### Selected gate families

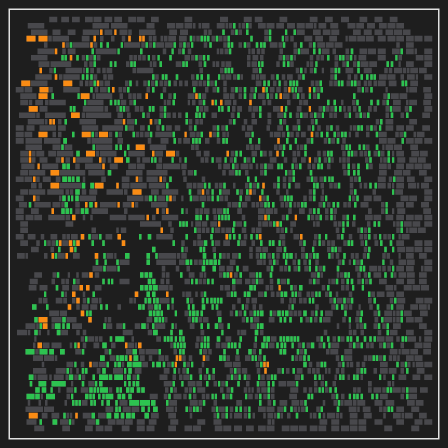
### Routed metal, one colour a layer

The bar under the picture is 50 um long. Only two layers are drawn.
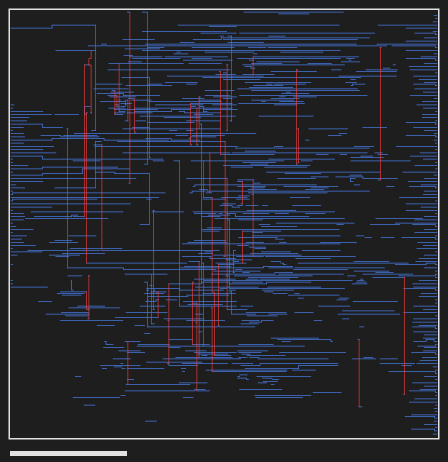
### Placement by cell class

The bar under the picture is 50 um long.
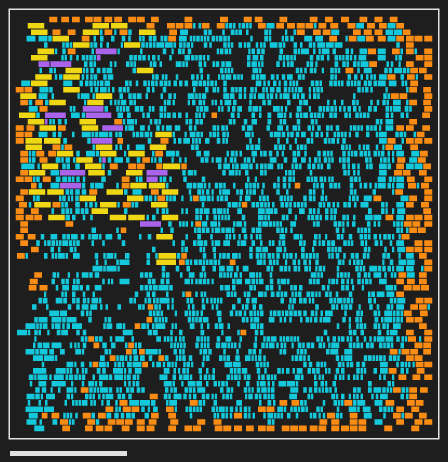
### Routing congestion map

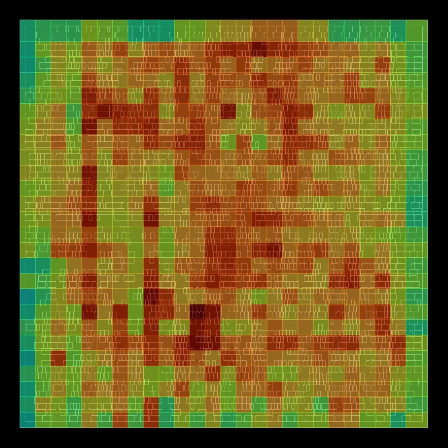
### Where the registers sit

The bar under the picture is 50 um long. Other cells in grey.
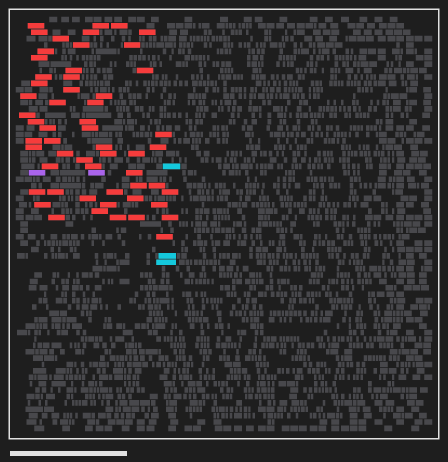
==> config.mk <==
export PLATFORM = sky130hd
export DESIGN_NAME = issue_select
export DESIGN_NICKNAME = d
export VERILOG_FILES = /design/src/rtl/issue_select.sv
export SDC_FILE = /design/constraint.sdc
export NUM_CORES = 1
export LEC_CHECK = 0
export ABC_AREA = 1
export CORE_MARGIN = 2
export CORE_UTILIZATION = 45
export DETAILED_ROUTE_END_ITERATION = 12
export PLACE_DENSITY_LB_ADDON = 0.12
export SLEW_MARGIN = 20
export SYNTH_ARGS = -nofsm -noshare
export SYNTH_HDL_FRONTEND = slang
export SYNTH_SLANG_ARGS = --single-unit
==> constraint.sdc <==
create_clock -name clock -period 17.45 [get_ports clock]
set_clock_uncertainty 0.2 [all_clocks]
set_input_delay 2.6175 -clock clock [delete_from_list [all_inputs] [get_ports clock]]
set_output_delay 2.6175 -clock clock [all_outputs]
set_load 0.1 [all_outputs]
==> run summary <==
Ys async rst share = 0%
CTS sink cnt = 61
Layout clock area frac = 1.871%
Synth area leader = o21ai_0
Fin crit period = 12.56 ns
Yosys stat cell total = 2,699
Run status = finished clean
MUX share of area = 7.637%
Vias per cell = 5.943
CP Max Fanout = 27
Arr. time, crit path = 9.74 ns
Ports = 306
Pre-CTS WS = 4.954 ns
Post-synthesis xor/xnor area fraction = 0.3591%
Post-synth EDFFs = 0
Clock Latency Late Sink = 0.33 ns
Max reg flops = 56
Fp_density = 45.51%
CTS tree = yes
Kind of critical path = in2out
Nonclk inv count = 181
Relative slew slack = 26.45%
Number of remaining DRC errors = 0
Die H = 182.2 um
Post-cts resize count = 0
Kind of end point of the critical path = output port
Worst-path clk slew = 0.05 ns
# hold bufs at CTS = 0
Logic area = 11,430 um2
Cell Rows = 65
Worst-Margin Slew = 1.099 ns
Post-CTS setup buffer count = 0
Hold Crit Class = reg2reg
DRT antenna net count = 0
Maxcap violations = 0
Yosys aoi share = 34.52%
DRT Pass-1 Iters = 5
First-pass GRT wire length = 98,930 um
About 'Selected gate families':
[green] nand cells | cells: 1,032 | where: widely spread
[orange] nor cells | cells: 130
Layout Cells excl Fill: 3,226
logic share of the area: 65.51%
Commonest Layout Cell: nand2_1

About 'Routed metal, one colour a layer':
[red] M4 | wire length: 1,730 um
[blue] M3 | wire length: 9,220 um
drt wl/cell: 20.05 um
Post-Route WL: 64,670 um
via count: 19,170
All-Layer GR Usage: 37.48%

About 'Placement by cell class':
[cyan] remaining logic cells | cells: 2,412
[yellow] registers | cells: 61
[purple] clock drivers and dummy loads | cells: 16
[orange] remaining buffers and delay cells | cells: 334
final core utilization: 55.59%
final instance area: 17,450 um2
CORE AREA: 31,390 um2
sequential cell area share: 7.034%

About 'Routing congestion map':
met3 Use GR: 11.91%
grt met1 use: 55.29%
M2 GR Usage: 51.69%
GR peak layer: met1

About 'Where the registers sit':
[red] issue_packets | placed flops: 56
[purple] issue_valid | placed flops: 2
[cyan] rr_ptr_q | placed flops: 3
Reg area: 1227 um2

[stage by stage]
| stage | hold slack, ns | std cells |
|---|---|---|
| 5_1_grt | 0.3548 | 3225 |
| 2_1_floorplan | 0.7615 | 2699 |
| 3_3_place_gp | 0.2993 | 3209 |
| 4_1_cts | 0.3185 | 3225 |
| 6_report | 0.3149 | 3226 |
| 3_5_place_dp | 0.3064 | 3209 |
[critical path, delay by kind of cell]
| kind | cells | cell delay [ns] |
|---|---|---|
| fa+ha+maj | 5 | 1.44 |
| compound gates | 2 | 0.48 |
| buf+inv | 10 | 2.26 |
| simple gates | 15 | 2.64 |
| xor+xnor | 1 | 0.30 |
